## config.mk

```make
export PLATFORM = sky130hd
export DESIGN_NAME = clk_period_meter_flat
export DESIGN_NICKNAME = d
export VERILOG_FILES = /design/src/rtl/clk_pkg.sv /design/src/rtl/clk_period_meter_if.sv /design/src/rtl/counter.sv /design/src/rtl/edge_sync.sv /design/src/rtl/geq_comparator.sv /design/src/rtl/clk_period_meter.sv /design/src/flat_wrapper.sv
export SDC_FILE = /design/constraint.sdc
export NUM_CORES = 1
export LEC_CHECK = 0
export CORE_MARGIN = 1.5
export CORE_UTILIZATION = 62
export DETAILED_ROUTE_END_ITERATION = 8
export GPL_ROUTABILITY_DRIVEN = 0
export MAX_ROUTING_LAYER = met4
export PLACE_DENSITY = 0.82
export SYNTH_ARGS = -nofsm -noshare
export SYNTH_HDL_FRONTEND = slang
export SYNTH_HIERARCHICAL = 1
export SYNTH_SLANG_ARGS = --single-unit
```

## constraint.sdc

```tcl
create_clock -name clk -period 5.26 [get_ports clk]
set_input_delay 0.789 -clock clk [delete_from_list [all_inputs] [get_ports clk]]
set_output_delay 0.789 -clock clk [all_outputs]
set_load 0.01 [all_outputs]
```

## src/rtl/clk_pkg.sv

```systemverilog
// Shared types and constants for the clock period meter.
package clk_pkg;

  typedef enum logic [1:0] {IDLE, ARMED, MEASURE, STALLED} meter_state_t;

  // Smallest half-period a clk_divider accepts.
  localparam int MIN_HALF_PERIOD = 1;

endpackage

```

## src/rtl/clk_period_meter_if.sv

```systemverilog
// Measurement bus: the square wave in, the measured half-period and status flags out.
interface clk_period_meter_if #(
  parameter int WIDTH = 16
);

  logic             meas_in;
  logic [WIDTH-1:0] half_period;
  logic             valid;
  logic             locked;
  logic             timeout;

  modport master (
    input  meas_in,
    output half_period,
    output valid,
    output locked,
    output timeout
  );

  modport slave (
    output meas_in,
    input  half_period,
    input  valid,
    input  locked,
    input  timeout
  );

endinterface

```

## src/rtl/counter.sv

```systemverilog
// Up-counter with synchronous clear and count enable.
module counter #(
  parameter int WIDTH = 16
) (
  input  logic             clk,
  input  logic             rst_n,
  input  logic             clr,
  input  logic             en,
  output logic [WIDTH-1:0] count
);

  always_ff @(posedge clk or negedge rst_n) begin
    if (!rst_n) begin
      count <= '0;
    end else if (clr) begin
      count <= '0;
    end else if (en) begin
      count <= count + WIDTH'(1);
    end
  end

endmodule

```

## src/rtl/edge_sync.sv

```systemverilog
// Multi-flop synchronizer for an asynchronous input, followed by rise/fall pulse detection.
module edge_sync #(
  parameter int SYNC_STAGES = 2
) (
  input  logic clk,
  input  logic rst_n,
  input  logic async_in,
  output logic rise,
  output logic fall
);

  logic [SYNC_STAGES-1:0] sync_q;
  logic                   prev_q;
  logic                   sync_level;

  assign sync_level = sync_q[SYNC_STAGES-1];

  always_ff @(posedge clk or negedge rst_n) begin
    if (!rst_n) begin
      sync_q <= '0;
      prev_q <= 1'b0;
    end else begin
      sync_q <= {sync_q[SYNC_STAGES-2:0], async_in};
      prev_q <= sync_level;
    end
  end

  assign rise = sync_level & ~prev_q;
  assign fall = ~sync_level & prev_q;

endmodule

```

## src/rtl/geq_comparator.sv

```systemverilog
// Unsigned a >= b comparator.
module geq_comparator #(
  parameter int WIDTH = 16
) (
  input  logic [WIDTH-1:0] a,
  input  logic [WIDTH-1:0] b,
  output logic             geq
);

  assign geq = (a >= b);

endmodule

```

## src/rtl/clk_period_meter.sv

```systemverilog
// Measures the half-period of a slow square wave in clk cycles, in clk_divider encoding,
// and reports lock (stable rate) and timeout (signal lost).
module clk_period_meter
  import clk_pkg::*;
#(
  parameter int WIDTH       = 16,
  parameter int SYNC_STAGES = 2,
  parameter int TOL         = 1,
  parameter int LOCK_COUNT  = 4
) (
  input  logic                      clk,
  input  logic                      rst_n,
  clk_period_meter_if.master        bus
);

  localparam int               SW      = $clog2(LOCK_COUNT + 1);
  localparam logic [WIDTH-1:0] CNT_MAX = '1;
  localparam logic [WIDTH-1:0] MIN_HP  = WIDTH'(MIN_HALF_PERIOD);
  localparam logic [SW-1:0]    LOCK_SW = SW'(LOCK_COUNT);

  meter_state_t        state;
  logic                rise;
  logic                fall;
  logic                meas_edge;
  logic [WIDTH-1:0]    cnt;
  logic                sat;
  logic [WIDTH-1:0]    half_period_q;
  logic                valid_q;
  logic                locked_q;
  logic                timeout_q;
  logic [SW-1:0]       stable_cnt;
  logic [SW-1:0]       stable_next;
  logic                prev_ok;
  logic [WIDTH-1:0]    new_hp;
  logic signed [WIDTH:0] delta;
  logic [WIDTH:0]      abs_delta;
  logic                stable_hit;

  edge_sync #(
    .SYNC_STAGES(SYNC_STAGES)
  ) u_sync (
    .clk     (clk),
    .rst_n   (rst_n),
    .async_in(bus.meas_in),
    .rise    (rise),
    .fall    (fall)
  );

  assign meas_edge = rise | fall;

  // Counting stops at all-ones so a lost signal never wraps into a bogus short period.
  counter #(
    .WIDTH(WIDTH)
  ) u_cnt (
    .clk  (clk),
    .rst_n(rst_n),
    .clr  (meas_edge),
    .en   (~sat),
    .count(cnt)
  );

  geq_comparator #(
    .WIDTH(WIDTH)
  ) u_sat_cmp (
    .a  (cnt),
    .b  (CNT_MAX),
    .geq(sat)
  );

  // cnt at an edge already equals edge-to-edge cycles minus one.
  assign new_hp    = (cnt < MIN_HP) ? MIN_HP : cnt;
  assign delta     = $signed({1'b0, new_hp}) - $signed({1'b0, half_period_q});
  assign abs_delta = delta[WIDTH] ? $unsigned(-delta) : $unsigned(delta);
  assign stable_hit = prev_ok && (abs_delta <= (WIDTH+1)'(TOL));

  always_comb begin
    stable_next = '0;
    if (stable_hit) begin
      stable_next = (stable_cnt == LOCK_SW) ? stable_cnt : stable_cnt + SW'(1);
    end
  end

  always_ff @(posedge clk or negedge rst_n) begin
    if (!rst_n) begin
      state         <= IDLE;
      half_period_q <= '0;
      valid_q       <= 1'b0;
      locked_q      <= 1'b0;
      timeout_q     <= 1'b0;
      stable_cnt    <= '0;
      prev_ok       <= 1'b0;
    end else begin
      valid_q <= 1'b0;
      case (state)
        IDLE: begin
          if (meas_edge) state <= ARMED;
        end
        ARMED: begin
          if (meas_edge) begin
            state <= sat ? ARMED : MEASURE;
          end else if (sat) begin
            state      <= STALLED;
            timeout_q  <= 1'b1;
            locked_q   <= 1'b0;
            stable_cnt <= '0;
            prev_ok    <= 1'b0;
          end
        end
        MEASURE: begin
          // An edge arriving on a saturated count is not a trustworthy period: re-arm.
          if (meas_edge && sat) begin
            state      <= ARMED;
            locked_q   <= 1'b0;
            stable_cnt <= '0;
            prev_ok    <= 1'b0;
          end else if (meas_edge) begin
            half_period_q <= new_hp;
            valid_q       <= 1'b1;
            stable_cnt    <= stable_next;
            locked_q      <= (stable_next == LOCK_SW);
            prev_ok       <= 1'b1;
          end else if (sat) begin
            state      <= STALLED;
            timeout_q  <= 1'b1;
            locked_q   <= 1'b0;
            stable_cnt <= '0;
            prev_ok    <= 1'b0;
          end
        end
        STALLED: begin
          if (meas_edge) begin
            state     <= ARMED;
            timeout_q <= 1'b0;
          end
        end
        default: state <= IDLE;
      endcase
    end
  end

  assign bus.half_period = half_period_q;
  assign bus.valid       = valid_q;
  assign bus.locked      = locked_q;
  assign bus.timeout     = timeout_q;

endmodule

```

## src/flat_wrapper.sv

```systemverilog
// flat-port wrapper written by rule: the top's interface ports become plain ports
module clk_period_meter_flat import clk_pkg::*;
#(
  parameter int WIDTH       = 16,
  parameter int SYNC_STAGES = 2,
  parameter int TOL         = 1,
  parameter int LOCK_COUNT  = 4
)
  (clk, rst_n, bus_meas_in, bus_half_period, bus_valid, bus_locked, bus_timeout);
  clk_period_meter_if #(.WIDTH(WIDTH)) bus_i ();
  input  logic clk;
  input  logic rst_n;
  input wire logic [$bits(bus_i.meas_in)-1:0] bus_meas_in;
  output wire logic [$bits(bus_i.half_period)-1:0] bus_half_period;
  output wire logic [$bits(bus_i.valid)-1:0] bus_valid;
  output wire logic [$bits(bus_i.locked)-1:0] bus_locked;
  output wire logic [$bits(bus_i.timeout)-1:0] bus_timeout;
  assign bus_i.meas_in = bus_meas_in;
  assign bus_half_period = bus_i.half_period;
  assign bus_valid = bus_i.valid;
  assign bus_locked = bus_i.locked;
  assign bus_timeout = bus_i.timeout;
  clk_period_meter #(.WIDTH(WIDTH), .SYNC_STAGES(SYNC_STAGES), .TOL(TOL), .LOCK_COUNT(LOCK_COUNT)) u_core (.clk(clk), .rst_n(rst_n), .bus(bus_i));
endmodule
```

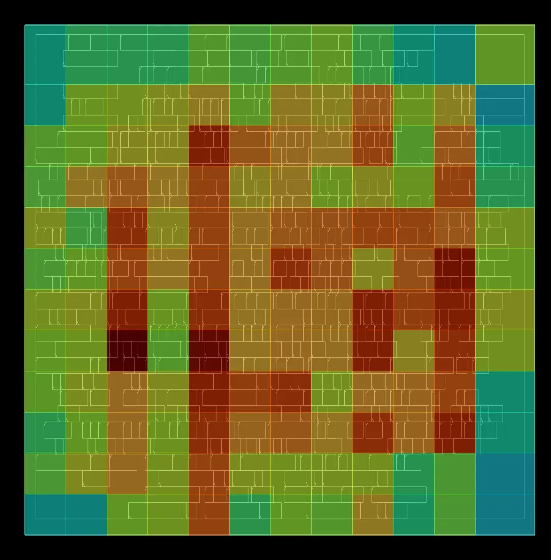
*Track usage over the die, run 1*
GR Layer Usage met3: 3.27%
M2 GR Usage: 47.6%

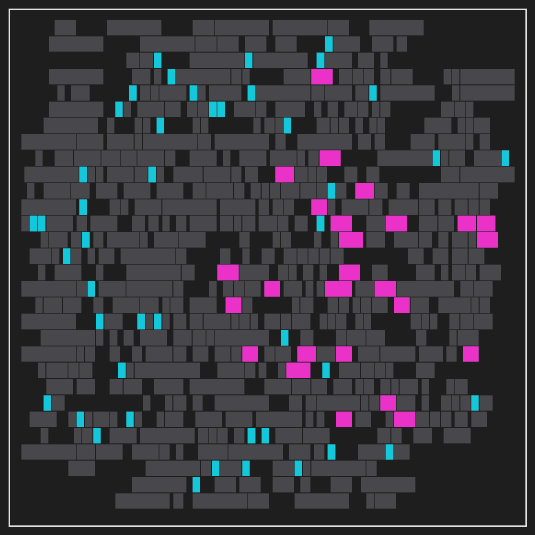
*Logic cells by family, run 1*
(6 px per um)
[cyan] inv cells | cells: 45
[magenta] non-inverting ao/oa cells | cells: 26
multi-input gate share of total cell area: 63.0%
Cell Count, Final, Fillers Out: 612

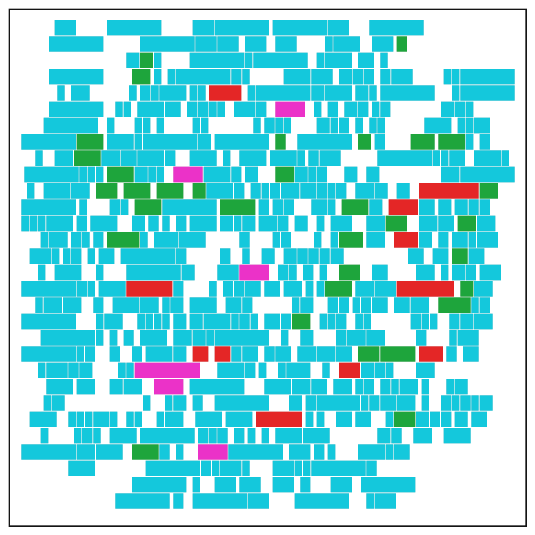
*Cells by drive strength, run 1*
(6 px per um)
[magenta] x6 and larger | cells: 6 | most used: clkbuf_8
[green] x2 | cells: 33 | most used: nor4_2
[red] x3 and x4 | cells: 11 | most used: o211ai_4
[cyan] x1 and smaller | cells: 482 | most used: nand2_1
final instance area: 4570 um^2
setup ws final: 814 ps
Layout area overhead: 7.34%
Non-clock buffers: 22

==> results.txt, run 1 <==
run metrics: via count 3876, area reported by Yosys stat 4260 um^2, die width 85.9 um, Setup Skew 7.69 ps, RSZ-0062 raised after global routing false, outcome finished, final reports clean, Layout Nets 575, Final Max Tran Viols 0, Via density 6.33, Avg WL per Cell 16.8 um, internal power 0.00105 W, Final HPWL DP 7690 um, H-tree levels 2, Yosys Instances 519, NetSw 0.000927 W, Startpoint Class register, dominant register cell dfrtp_1, delay-heaviest family, CP simple AND/OR/NAND/NOR gates, CP max FO 7, met2 wire length 4970 um, seq pwr 0.000401 W, cts hold-fix bufs 0
-- run 1: path summary, 6_finish.rpt --
kind                                    startpoint                        end  slack (ps)  cells after the start
setup / recovery             u_core/u_cnt/count[7]          u_core/bus.locked         810                     15
hold / removal             u_core/u_sync/sync_q[0]    u_core/u_sync/sync_q[1]         360                      0
setup reg to reg             u_core/u_cnt/count[7]          u_core/bus.locked         810                     15
hold reg to reg            u_core/u_sync/sync_q[0]    u_core/u_sync/sync_q[1]         360                      0
max in group asynchronous                    rst_n  u_core/bus.half_period[6]        3980                      1
min in group asynchronous                    rst_n          u_core/bus.locked         650                      1
-- run 1: layout make-up --
class | instances | area share, %
Clock buffer | 5 | 1.50
Clock inverter | 3 | 0.930
Inverter | 45 | 3.69
Multi-Input combinational cell | 413 | 63.0
Sequential cell | 44 | 24.1
Tap cell | 80 | 2.19
Timing Repair Buffer | 22 | 4.65
-- run 1: per-stage QoR --
stage / power [W] / worst slack, ps
final: 0.00198 / 814
after global routing: 0.00213 / 529
after CTS: 0.00195 / 893
after detailed placement: 0.00168 / 901
after global placement: 0.00163 / 1010
after floorplan: 0.00142 / 1300
-- run 1: logic make-up (layout without fill, tap and decap cells) --
| kind of cell | count (synthesis) | after routing |
|---|---|---|
| AOI/OAI and AO/OA | 148 | 148 |
| DFF | 44 | 44 |
| buffers and inverters | 77 | 75 |
| adders and majority gates | 41 | 41 |
| muxes | 6 | 6 |
| xor gates and xnor gates | 20 | 20 |
| other | 1 | 16 |
| and+or+nand+nor | 182 | 182 |
-- run 1: layout by cell type, fill, tap and decap left out, types with 12 or more instances in the layout --
master and n:
dfrtp_1 44, nand2_1 52, conb_1 16, xnor2_1 12, ha_1 40, nor2_1 40, a21oi_1 36, o21ai_0 33
clkdlybuf4s50_1 20, inv_1 45
### M2 wires, run 1

(3 px per um) Cells faint in the background.
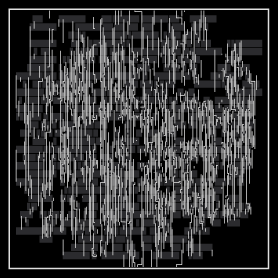

## Run 2: what changed since run 1
==> constraint.sdc (replaced) <==
create_clock -name clk -period 4.1 [get_ports clk]
set_input_delay 0.615 -clock clk [delete_from_list [all_inputs] [get_ports clk]]
set_output_delay 0.615 -clock clk [all_outputs]
set_load 0.01 [all_outputs]
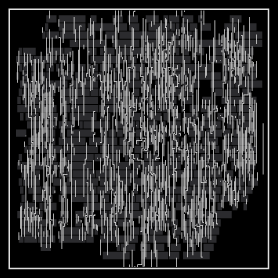
*M2 wires, run 2*
(3 px per um) Cells faint in the background.
share of all routed wire: 48%
wire length on this layer: 5130 um
nets with wire on the layer: 524
M2 GR Usage: 49.0%
via count: 4030
Routed WL: 10600 um

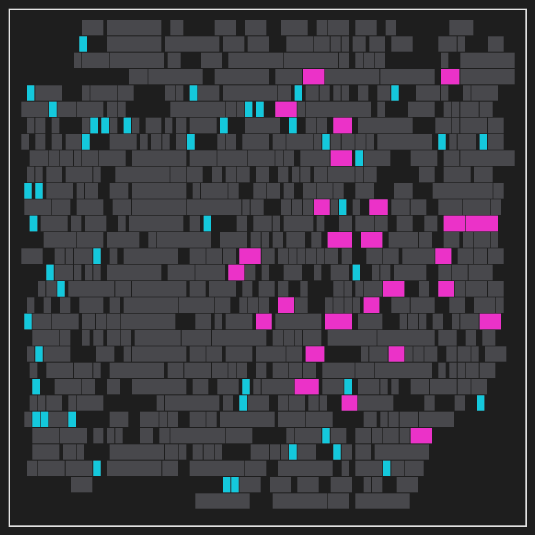
*Logic cells by family, run 2*
(6 px per um)
[cyan] inv cells | cells: 45 | where: widely spread
[magenta] non-inverting ao/oa cells | cells: 26
Cell Count, Final, Fillers Out: 641
Commonest Layout Cell: nand2_1

==> results.txt, run 2 <==
run metrics: inverters 45, Layout Nets 604, Yosys Instances 519, Non-clock buffers 51, internal power 0.00150 W, die width 85.9 um, final instance area 4940 um^2, Final HPWL DP 7880 um, Layout area overhead 15.9%, sequential cell area share 22.3%, CP max FO 4, Power Total 0.00276 W, H-tree levels 2, met2 wire length 5130 um, multi-input gate share of total cell area 61.1%, dpl ws -114 ps, outcome finished, final reports clean, setup ws final 1.18 ps, Leading cell kind multi-input combinational cells, most numerous logic cells after layout 52 x nand2_1, 45 x inv_1, 44 x dfrtp_1, 40 x nor2_1, 39 x ha_1
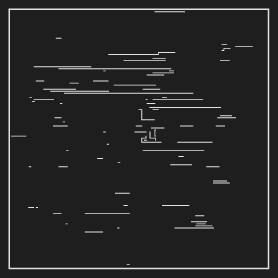
*Signal wires on met3, run 2*
(3 px per um)
longest straight run: 42.8 um
main direction: horizontal
wire length on this layer: 484 um
GR Layer Usage met3: 2.69%

run 2: critical path: stages (launching register included):
cell	delay [ps]
dfrtp_1	400
nor3_1	320
a41oi_2	200
ha_2	250
fa_2	400
nand2b_1	240
a21oi_2	240
o311ai_4	140
a221oi_4	370
o2111ai_2	200
and3_4	230
a2111oi_4	350
nand4_2	170
buf_4	170
o21bai_1	160
a22o_1	180
run 2: power by group through the flow:
stage | Sequential [W] | Clock, W | Combinational, W
global placement | 0.000508 | 0 | 0.00166
detailed placement | 0.000510 | 0 | 0.00171
global route | 0.000509 | 0.000379 | 0.00207
CTS | 0.000502 | 0.000361 | 0.00175
floorplan | 0.000521 | 0 | 0.00130
finish | 0.000504 | 0.000353 | 0.00190
run 2: logic make-up (layout without fill, tap and decap cells):
logic type                 Yosys count  in the layout  synth area share, %
AOI/OAI and AO/OA                  148            148                 24.8
other                                1             16               0.0880
DFF                                 44             44                 25.8
and+or+nand+nor                    182            182                 23.4
xor gates and xnor gates            20             20                 4.11
buffers and inverters               77            104                 7.96
adders and majority gates           41             41                 12.2
muxes                                6              6                 1.59
run 2: final timing paths:
path,from,to,slack (ps),cells past startpoint
min in group asynchronous,rst_n,u_core/bus.half_period[15],450,1
max in group asynchronous,rst_n,u_core/bus.half_period[7],3050,1
hold reg to reg,u_core/u_sync/sync_q[0],u_core/u_sync/sync_q[1],370,0
setup reg to reg,u_core/u_cnt/count[11],u_core/stable_cnt[1],1,15
hold / removal,u_core/u_sync/sync_q[0],u_core/u_sync/sync_q[1],370,0
setup / recovery,u_core/u_cnt/count[11],u_core/stable_cnt[1],1,15
run 2: timing repair:
item | 4_1_cts | 5_1_grt
setup endpoints to repair | 4 | 4
hold buffers | 0 | 0
cloned | 0 | 0
gates resized | 3 | 25
setup buffers | 1 | 3
pin swaps | 3 | 17
### Cells by drive strength, run 2

(6 px per um)
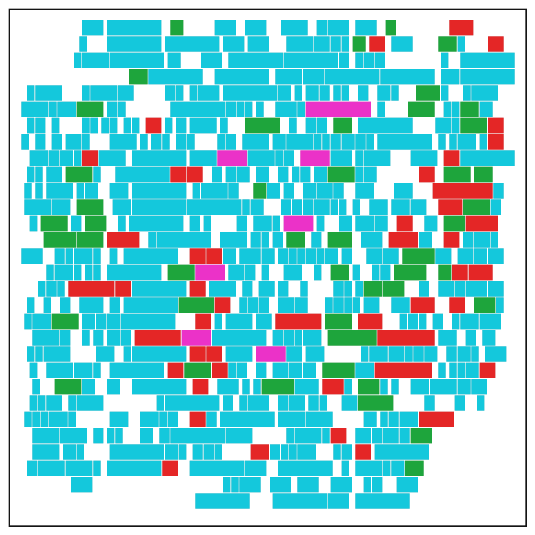

## Run 3: what changed since run 2
--- a/config.mk
+++ b/config.mk
@@ -6,11 +6,12 @@
 export NUM_CORES = 1
 export LEC_CHECK = 0
 export CORE_MARGIN = 1.5
-export CORE_UTILIZATION = 62
+export CORE_UTILIZATION = 65
 export DETAILED_ROUTE_END_ITERATION = 8
+export DONT_BUFFER_PORTS = 1
 export GPL_ROUTABILITY_DRIVEN = 0
 export MAX_ROUTING_LAYER = met4
-export PLACE_DENSITY = 0.82
+export PLACE_DENSITY = 0.81
 export SYNTH_ARGS = -nofsm -noshare
 export SYNTH_HDL_FRONTEND = slang
 export SYNTH_HIERARCHICAL = 1
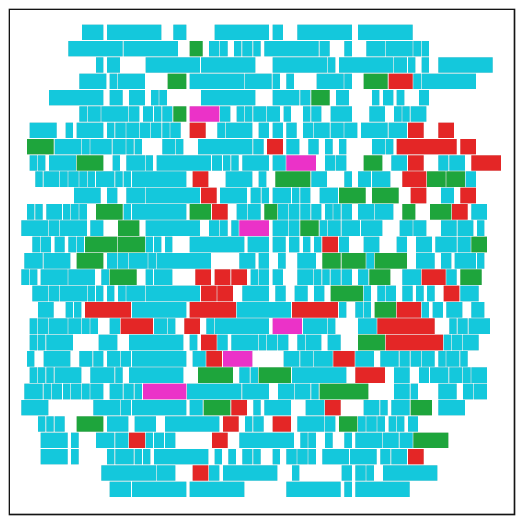
*Cells by drive strength, run 3*
(6 px per um)
[magenta] x6 and larger | cells: 6 | most used: clkbuf_8
[red] x3 and x4 | cells: 44 | most used: buf_4
[green] x2 | cells: 41 | most used: nor4_2
[cyan] x1 and smaller | cells: 450 | most used: nand2_1
final instance area: 4670 um^2
Layout area overhead: 9.63%
Non-clock buffers: 31
setup ws final: 11.0 ps

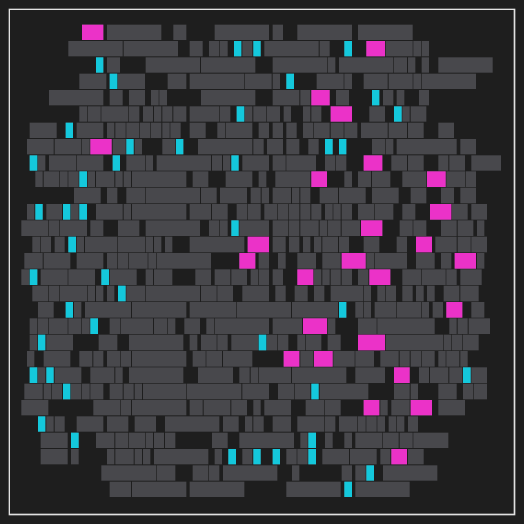
*Logic cells by family, run 3*
(6 px per um)
[magenta] non-inverting ao/oa cells | cells: 26
[cyan] inv cells | cells: 45 | where: widely spread
multi-input gate share of total cell area: 63.5%
Cell Count, Final, Fillers Out: 618

==> results.txt, run 3 <==
run metrics: outcome finished, final reports clean, Pwr top combinational cells, Power Clock 0.000278 W, Avg WL per Cell 16.8 um, Comb. pwr 0.00182 W, met2 wire length 5370 um, dpl ws -98.3 ps, Setup Skew 6.16 ps, cts hold-fix bufs 1, Via density 6.45, FF-to-FF Start u_core/u_cnt/count[15], NetSw 0.00122 W, Commonest Layout Cell nand2_1, RSZ-0062 raised after global routing true, M2 GR Usage 52.7%, worst setup path start u_core/u_cnt/count[15], Startpoint Class register, Worst Path Buf+Inv 1, area reported by Yosys stat 4260 um^2, CP max FO 4, Yosys Instances 519, delay-heaviest family, CP AND-OR/OR-AND gates, Final HPWL DP 7760 um, DR DRC count 0, H-tree levels 2, Routed WL 10400 um, most numerous logic cells after layout 52 x nand2_1, 45 x inv_1, 44 x dfrtp_1, 40 x nor2_1, 39 x ha_1, post-CTS setup buffers 2, vias in the first global route 3710, internal power 0.00139 W, dominant register cell dfrtp_1, Top cell by count, worst path nor4_1, worst path cell trace nor4_1 > a41oi_2 > ha_2 > fa_2 > and2b_4 > nor3_2 > o311ai_4 > a221oi_4 > o2111ai_2 > buf_4 > nor4_1 > a211o_2 > a2111oi_4 > nand4_2 > or3_4 > o21ai_1, Layout Nets 584, # resized after CTS 8, Worst path max stage delay 390 ps, Slowest-stage cell, CP dfrtp_1, via count 3987
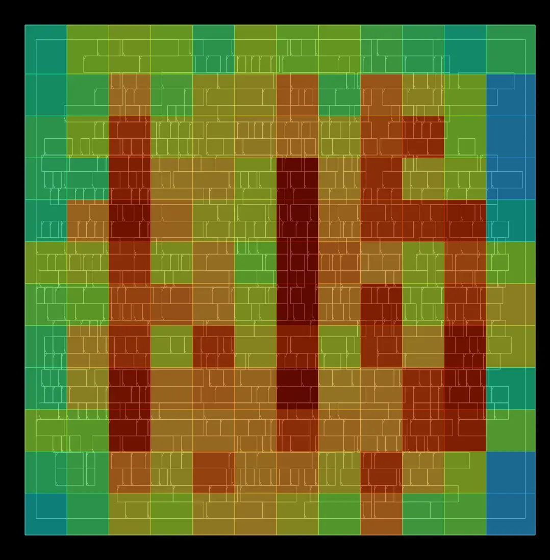
*Track usage over the die, run 3*
final core occ: 73.6%
GR Layer Usage met3: 4.25%
GRT Util Overall: 30.5%

[run 3: stage by stage]
| stage | util (%) | std cells | total power [W] |
|---|---|---|---|
| floorplan | - | 534 | 0.00182 |
| global placement | 69.8 | 604 | 0.00212 |
| detailed placement | 69.8 | 604 | 0.00218 |
| CTS | 72.3 | 615 | 0.00250 |
| global route | 73.6 | 618 | 0.00282 |
| finish | 73.6 | 618 | 0.00262 |
[run 3: path summary, 6_finish.rpt]
kind	endpoint	slack, ps	depth (start not counted)
setup / recovery	u_core/bus.locked	10	16
hold / removal	u_core/u_cnt/count[12]	130	1
setup reg to reg	u_core/bus.locked	10	16
hold reg to reg	u_core/u_sync/sync_q[1]	360	0
max in group asynchronous	u_core/bus.half_period[9]	2960	1
min in group clk	u_core/u_sync/sync_q[0]	340	0
[run 3: layout make-up]
type / count / area, um^2 / share of cell area (%)
tap: 77 / 96.3 / 2.06
clock inverter: 2 / 16.3 / 0.348
clock buffer: 6 / 72.6 / 1.55
inverter: 45 / 169 / 3.62
timing repair buffer: 31 / 250 / 5.36
multi-input combinational: 413 / 2970 / 63.5
sequential: 44 / 1100 / 23.6
[run 3: worst reg2reg max path, cell delays in order (launching register included)]
cell and delay [ps]:
dfrtp_1 390, nor4_1 350, a41oi_2 180, ha_2 250, fa_2 360, and2b_4 290, nor3_2 60, o311ai_4 370
a221oi_4 130, o2111ai_2 100, buf_4 150, nor4_1 40, a211o_2 310, a2111oi_4 360, nand4_2 180, or3_4 360
o21ai_1 140
[run 3: cell families after synthesis]
group	count (synthesis)	share of synthesized area, %
and+or+nand+nor	182	23.4
AOI/OAI and AO/OA	148	24.8
buffers and inverters	77	7.96
DFF	44	25.8
adders and majority gates	41	12.2
xor gates and xnor gates	20	4.11
muxes	6	1.59
other	1	0.0880
Power and IR drop assume default switching activity.
